==> images/wires.png <==
(6 px per µm)
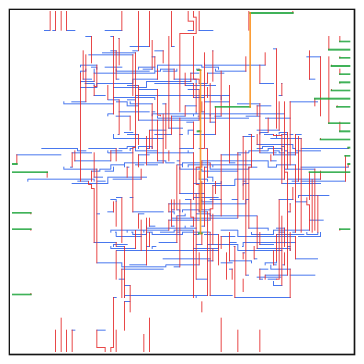
==> images/power_grid.png <==
(6 px per µm) Pins as bars on the die edge. Tap cells in gray.
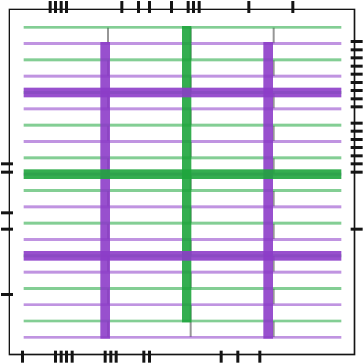
==> images/layer_met3.png <==
(4 px per µm) Cells faint in the background.
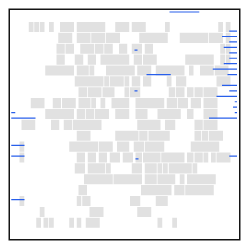
==> images/layer_met2.png <==
(4 px per µm)
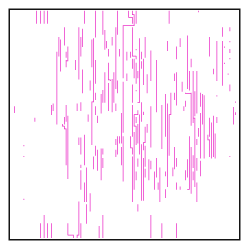
==> images/clocks.png <==
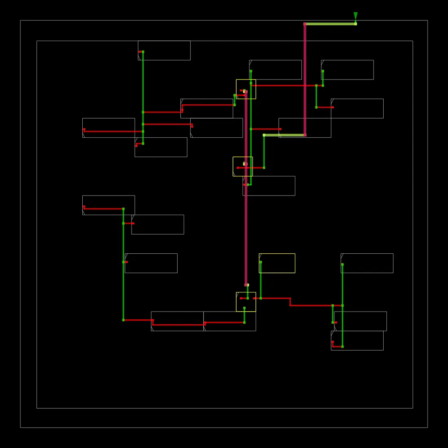
===== config.mk =====
export PLATFORM = sky130hd
export DESIGN_NAME = rcon_seq
export DESIGN_NICKNAME = d
export VERILOG_FILES = /design/src/rtl/rcon_seq.sv
export SDC_FILE = /design/constraint.sdc
export NUM_CORES = 1
export LEC_CHECK = 0
export CAP_MARGIN = 20
export CORE_MARGIN = 2
export CORE_UTILIZATION = 45
export CTS_CLUSTER_SIZE = 14
export DETAILED_ROUTE_END_ITERATION = 7
export MAX_ROUTING_LAYER = met4
export PLACE_DENSITY = 0.81
export SYNTH_ARGS = -nofsm -noshare
export SYNTH_HDL_FRONTEND = slang
export SYNTH_SLANG_ARGS = --single-unit

===== constraint.sdc =====
create_clock -name clk -period 3.07 [get_ports clk]
set_input_delay 0.614 -clock clk [delete_from_list [all_inputs] [get_ports clk]]
set_output_delay 0.614 -clock clk [all_outputs]
set_load 0.01 [all_outputs]

===== src/rtl/rcon_seq.sv =====
// ---------------------------------------------------------------------------
// rcon_seq -- sequential AES round-constant generator.
//
// Emits the AES key-schedule round constants one word per valid/ready beat,
// starting from 01h and stepping with GF(2^8) xtime, instead of reading them
// from a fixed lookup table. AES-128/192/256 produce 10/8/7 words.
//
// Optional build macro:
//   RCON_REVERSE_EN  when defined, a start with rev=1 walks the sequence
//                    backwards (last constant first) for inverse key
//                    schedules. When undefined, rev is ignored and no reverse
//                    logic is built.
//
// Ports:
//   clk    in   rising-edge clock
//   rst    in   synchronous active-high reset
//   start  in   launch a sequence; only looked at while idle
//   mode   in   [1:0] key size with start: 00 AES-128, 01 AES-192,
//               10 AES-256, 11 illegal (raises err)
//   rev    in   reverse-order request with start (RCON_REVERSE_EN only)
//   ready  in   consumer accepts the current word
//   valid  out  out/round/last carry a word
//   out    out  [DWORD-1:0] {rcon, zeros}
//   round  out  [3:0] index of the current word, 0..NR-1
//   last   out  current word is the final one
//   busy   out  a sequence is in progress
//   done   out  one-cycle pulse after the final handshake
//   err    out  one-cycle pulse after a start with mode=11
// ---------------------------------------------------------------------------
module rcon_seq #(
  parameter int              BYTE  = 8,
  parameter int              DWORD = 32,
  parameter logic [BYTE-1:0] POLY  = 8'h1b
) (
  input  logic             clk,
  input  logic             rst,
  input  logic             start,
  input  logic [1:0]       mode,
  input  logic             rev,
  input  logic             ready,
  output logic             valid,
  output logic [DWORD-1:0] out,
  output logic [3:0]       round,
  output logic             last,
  output logic             busy,
  output logic             done,
  output logic             err
);

  localparam logic [0:0] S_IDLE = 1'b0;
  localparam logic [0:0] S_RUN  = 1'b1;

  logic [0:0]      state_q, state_d;
  logic [BYTE-1:0] rcon_q,  rcon_d;
  logic [3:0]      round_q, round_d;
  logic [3:0]      nr_q,    nr_d;
  logic            done_q,  done_d;
  logic            err_q,   err_d;

  logic            run;
  logic            last_w;
  logic [3:0]      nr_sel;

  // Multiply by x in GF(2^8): shift left, fold the carried-out bit back in.
  function automatic logic [BYTE-1:0] xtime(input logic [BYTE-1:0] x);
    return {x[BYTE-2:0], 1'b0} ^ (x[BYTE-1] ? POLY : '0);
  endfunction

  // Number of round constants for each key size.
  always_comb begin
    case (mode)
      2'b00:   nr_sel = 4'd10;
      2'b01:   nr_sel = 4'd8;
      default: nr_sel = 4'd7;
    endcase
  end

`ifdef RCON_REVERSE_EN
  logic            rev_q, rev_d;
  logic [BYTE-1:0] rinit;

  // Divide by x: undo xtime. An odd value must have had the reduction
  // folded in, so strip POLY and restore the shifted-out top bit.
  function automatic logic [BYTE-1:0] inv_xtime(input logic [BYTE-1:0] x);
    return x[0] ? (((x ^ POLY) >> 1) | {1'b1, {(BYTE-1){1'b0}}}) : (x >> 1);
  endfunction

  // Final constant of each forward sequence, the reverse starting point.
  always_comb begin
    case (mode)
      2'b00:   rinit = BYTE'(8'h36);
      2'b01:   rinit = BYTE'(8'h80);
      default: rinit = BYTE'(8'h40);
    endcase
  end

  assign last_w = run & (rev_q ? (round_q == 4'd0) : (round_q == nr_q - 4'd1));
`else
  logic rev_unused;
  assign rev_unused = rev;
  assign last_w     = run & (round_q == nr_q - 4'd1);
`endif

  assign run = (state_q == S_RUN);

  // NOTE: every variable assigned in this block gets a default first so that
  // no path through the case leaves it unassigned and infers a latch.
  always_comb begin
    state_d = state_q;
    rcon_d  = rcon_q;
    round_d = round_q;
    nr_d    = nr_q;
    done_d  = 1'b0;
    err_d   = 1'b0;
`ifdef RCON_REVERSE_EN
    rev_d   = rev_q;
`endif
    case (state_q)
      S_IDLE: begin
        if (start) begin
          if (mode == 2'b11) begin
            err_d = 1'b1;
          end else begin
            state_d = S_RUN;
            nr_d    = nr_sel;
`ifdef RCON_REVERSE_EN
            rev_d   = rev;
            rcon_d  = rev ? rinit : BYTE'(1);
            round_d = rev ? nr_sel - 4'd1 : 4'd0;
`else
            rcon_d  = BYTE'(1);
            round_d = 4'd0;
`endif
          end
        end
      end
      S_RUN: begin
        // Nothing moves until the word is accepted, so out/round/last stay
        // stable while ready is low.
        if (ready) begin
          if (last_w) begin
            state_d = S_IDLE;
            done_d  = 1'b1;
          end else begin
`ifdef RCON_REVERSE_EN
            rcon_d  = rev_q ? inv_xtime(rcon_q) : xtime(rcon_q);
            round_d = rev_q ? round_q - 4'd1 : round_q + 4'd1;
`else
            rcon_d  = xtime(rcon_q);
            round_d = round_q + 4'd1;
`endif
          end
        end
      end
      default: state_d = S_IDLE;
    endcase
  end

  // NOTE: state registers use non-blocking assignments so every flop samples
  // the pre-edge value of the others, independent of statement order.
  always_ff @(posedge clk) begin
    if (rst) begin
      state_q <= S_IDLE;
      rcon_q  <= '0;
      round_q <= '0;
      nr_q    <= '0;
      done_q  <= 1'b0;
      err_q   <= 1'b0;
`ifdef RCON_REVERSE_EN
      rev_q   <= 1'b0;
`endif
    end else begin
      state_q <= state_d;
      rcon_q  <= rcon_d;
      round_q <= round_d;
      nr_q    <= nr_d;
      done_q  <= done_d;
      err_q   <= err_d;
`ifdef RCON_REVERSE_EN
      rev_q   <= rev_d;
`endif
    end
  end

  // Word fields are forced to zero whenever no word is being offered.
  assign valid = run;
  assign busy  = run;
  assign out   = run ? {rcon_q, {(DWORD-BYTE){1'b0}}} : '0;
  assign round = run ? round_q : 4'd0;
  assign last  = last_w;
  assign done  = done_q;
  assign err   = err_q;

endmodule


==> flow_metrics.tcl <==
# yosys + openroad results
set metrics [dict create \
    placed_area_um2 1396 \
    drtPass1Iterations 4 \
    drc_errors 0 \
    grt_use_total_pct 14.06 \
    ys_chip_area_um2 1277 \
    critPathLaunchType "flip-flop" \
    log.warning_count 28 \
    clockBufferDepth 2 \
    period_minus_slack_ns 2.915 \
    grt_pass1_vias 800 \
    coreArea_um2 2734 \
    grtUsageMet3_pct 1.361 \
    synth_cell_types 37 \
    tightest_slew_ns 0.8282 \
    top_cell_area_share_pct 28.21 \
    grt_pass1_wl_um 3525 \
    pre_cts_slack_ns 0.5049 \
    top_cells_by_area "dfxtp_1, buf_4, nand2b_1, mux2i_1, and2_1" \
    cap_violations 0 \
    status "complete, no violations" \
    fp_util_pct 46.73 \
    lay_top_count "conb_1" \
    timing.fmax_ghz 0.3431 \
    top_layer_used "met4" \
    num_antenna_cells 0 \
]
Notes on wires.png above:
layer	color	wire length
metal 2	red	1,050 µm
metal 4	orange	42.8 µm
metal 3	green	72.0 µm
metal 1	blue	994 µm

Notes on power_grid.png above:
net	color
VDD	green
VSS	purple
met5 straps	3
tap cells	31
met4 straps	3
Worst IR Drop VDD: 0.0002275 V
Die H: 57.28 µm
Die W: 57.28 µm

Notes on layer_met3.png above:
main direction	horizontal
longest straight run	7.10 µm
share of all routed wire	3.3%
nets with wire on the layer	24
wire length on this layer	72.0 µm

Notes on layer_met2.png above:
wire length on this layer	1,050 µm
nets with wire on the layer	151
share of all routed wire	49%
DRT Wirelength: 2156 µm
M2 GR Usage: 22.66%
via count: 907

Notes on clocks.png above:
Final Skew: 0.0009080 ns
CTS buffer count: 3
Flops: 18
Sink Count: 18
power of the clock network: 0.149 mW

## registers in the layout, summed over array words and instances, names as in the netlist
name     flops
busy         1
done         1
err          1
nr_q         3
rcon_q       8
round_q      4
## kinds of logic (layout without fill, tap and decap cells)
group	Yosys count	count (layout)	synth area share, %
mux	9	9	7.052
xor+xnor	8	8	6.662
flops	18	18	28.21
simple gates	49	49	23.60
fa+ha+maj	3	3	2.939
buf+inv	40	33	20.37
compound gates	14	14	10.87
other cells	1	24	0.2935
## worst max-delay path, stage by stage, from the launching register on
cell	delay, ns
dfxtp_1	0.39
inv_1	0.08
ha_1	0.22
xor2_2	0.16
xnor2_2	0.38
and2_2	0.24
clkdlybuf4s50_1	0.53
## cells in the mapped netlist (all sizes together) (2+ instances only)
cell type	count
inv	5
nand2b	15
clkbuf	5
xor2	4
o32ai	2
or2b	2
dfxtp	18
buf	30
nor2	6
and2	12
mux2i	9
a211oi	2
a21oi	4
ha	3
or3	3
a221oi	2
xnor2	4
nand2	4
nand3	2
## final timing paths
path / start / endpoint / slack, ns / cells after the start
hold reg to reg: rcon_q[5] / rcon_q[5] / 0.48 / 2
setup / recovery: nr_q[2] / last / 0.16 / 6
hold / removal: rcon_q[5] / rcon_q[5] / 0.48 / 2
setup reg to reg: nr_q[2] / rcon_q[0] / 1.21 / 7
## cell type report
class,instances,area [µm²],share of cell area [%]
timing repair buffer,24,235.2,16.42
multi-input combinational,107,743.2,51.88
tap,31,38.79,2.707
inverter,5,18.77,1.310
sequential,18,360.3,25.15
clock buffer,4,36.28,2.533
## power by group
group / leakage [nW] / switching [mW] / internal, mW
Sequential: 0.146 / 0.00597 / 0.240
Clock: 0.0210 / 0.0770 / 0.0724
Combinational: 0.410 / 0.0622 / 0.0409
Total: 0.577 / 0.145 / 0.353
Power and IR drop assume default switching activity.
